==> images/port_nets.png <==
Bar = 10 um.
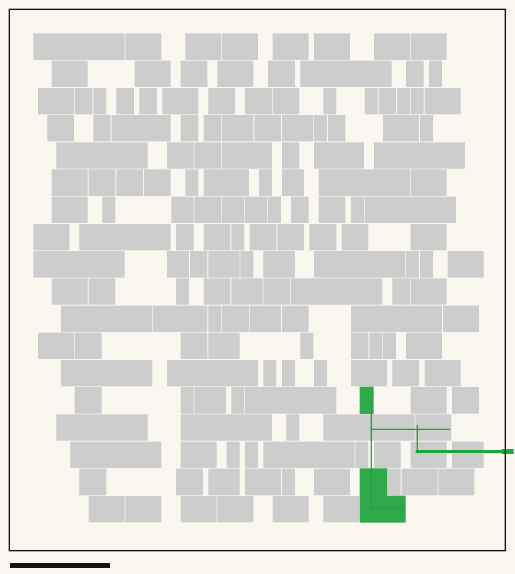
==> images/cell_classes.png <==
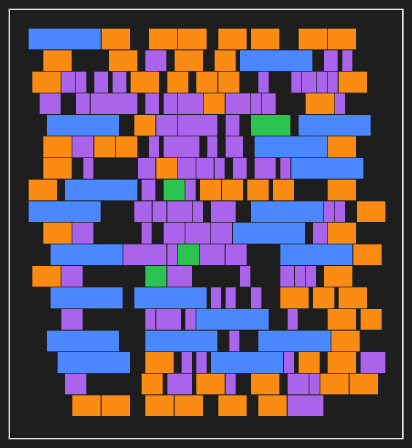
==> images/final_congestion.png <==
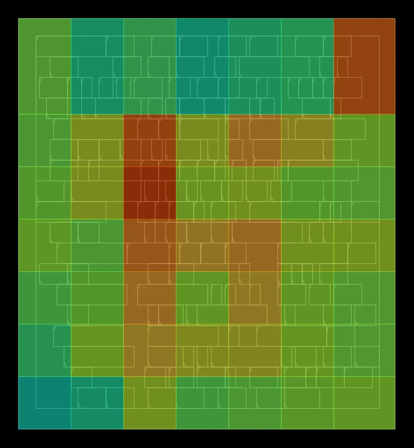
==> config.mk <==
export PLATFORM = sky130hd
export DESIGN_NAME = imm_decode_ctrl
export DESIGN_NICKNAME = d
export VERILOG_FILES = /design/src/rtl/imm_decode_ctrl.sv
export SDC_FILE = /design/constraint.sdc
export NUM_CORES = 1
export LEC_CHECK = 0
export ABC_AREA = 0
export CAP_MARGIN = 20
export CORE_ASPECT_RATIO = 1.1
export CORE_MARGIN = 2
export CORE_UTILIZATION = 45
export DETAILED_ROUTE_END_ITERATION = 8
export HOLD_SLACK_MARGIN = 0.02
export PLACE_DENSITY_LB_ADDON = 0.05
export SLEW_MARGIN = 20
export SYNTH_ARGS = -nofsm -noshare
export SYNTH_HDL_FRONTEND = slang
export SYNTH_SLANG_ARGS = --single-unit
export TNS_END_PERCENT = 20
==> constraint.sdc <==
create_clock -name clk -period 2 [get_ports clk]
set_input_delay 0.4 -clock clk [delete_from_list [all_inputs] [get_ports clk]]
set_output_delay 0.4 -clock clk [all_outputs]
set_load 0.01 [all_outputs]
==> results_slide.txt <==
Flow Results at a Glance

Power
  • Leakage: 0.726 nW
  • Worst VDD drop: 0.635 mV
  • Clock power share: 21.2%
  • Switching Fraction: 27.8%
  • Clock-net power: 0.234 mW
  • Logic pwr share: 33.5%
  • P_seq: 0.501 mW

Worst setup path
  • Cell count along the critical path: 4
  • Startpoint types: input port
  • R2r setup slk: 0.56 ns
  • Worst path bufs/invs: 3
  • Arrival time worst endpoint: 1.51 ns
  • Cell family with most CP delay: buffers and inverters

Floorplan
  • Chip area: 2670 um2
  • # rows: 18
  • Core area: 2210 um2

STA
  • Fin Hold WS: 0.424 ns
  • Fin crit period: 1.91 ns
  • Slew Limit Fails: 0
  • Final hold vios: 0

Yosys
  • Post-Syn Area per Cell: 9.55 um2
  • Post-Synthesis Cells: 107
  • Simple Share, Synth: 19.5%

Outcome
  • Status: finished clean

Cells and area
  • Largest register FFs: 19
  • CLK BUF: 4
  • Nonclk inv count: 4
  • Most frequent logic cells in the routed design: clkdlybuf4s50_1 (41), dfrtp_1 (20), nand2_1 (19)
  • Buffering overhead: 33.6%
  • Signal buffers: 58
  • Most used logic cell in the final layout: clkdlybuf4s50_1
  • Logic area: 474 um2
  • Area delta synth->final: 56.7%
  • Flops: 20
  • Layout fillers: 188

Route
  • WL/cell: 12.5 um
  • WL met3: 131 um
  • Drt drc: 0

Global routing
  • GRT Total Usage: 19.4%

Placement
  • Pre-CTS WS: -0.137 ns

Clock network
  • Root Buffer: clkbuf_4
-- port_nets.png (at the start) --
`in_valid`: marked green, bits 1, direction input, end cells 3, buffers 1, wire 33.0 um.
I/O pin cnt: 42
port bufs: 41

-- cell_classes.png (at the start) --
clock drivers and dummy loads: marked green, cells 4, share of their area 2.3%. all other logic: marked purple, cells 82, share of their area 31%. other buffers and delay cells: marked orange, cells 58, share of their area 34%. flip-flops: marked blue, cells 20, share of their area 32%.
post-route cell area: 1600 um2
fraction of area in registers: 31.2%
Core Util, Final: 72.6%

-- final_congestion.png (at the start) --
GRT met1 Usage: 22.4%
GR peak layer: met2

-- worst reg2reg max path: cells and delay by family, from the launching register on --
kind                   cells  cell delay [ns]
DFF                        1             0.39
and+or+nand+nor            3             0.39
buffers and inverters      2             0.29
AOI/OAI and AO/OA          1             0.25
-- synth_stat cells, drive strengths merged --
library cell	instances	share of area, %
a21o	8	6.6
a21oi	6	2.9
a221oi	4	3.4
a31oi	1	0.61
buf	4	3.1
clkbuf	1	0.37
dfrtp	20	49
inv	4	1.5
nand2	19	7.0
nand2b	2	1.2
nand3	1	0.49
nand3b	2	1.5
nor2	11	4.0
nor2b	3	1.8
nor3b	1	1.2
o211ai	2	2.0
o21ai	8	3.9
o21ba	1	1.6
o2bb2ai	1	0.86
o311ai	2	1.7
o31ai	3	2.2
or3b	1	0.86
or4b	1	1.3
xnor2	1	0.86
Power is estimated from default activity; no workload was simulated.
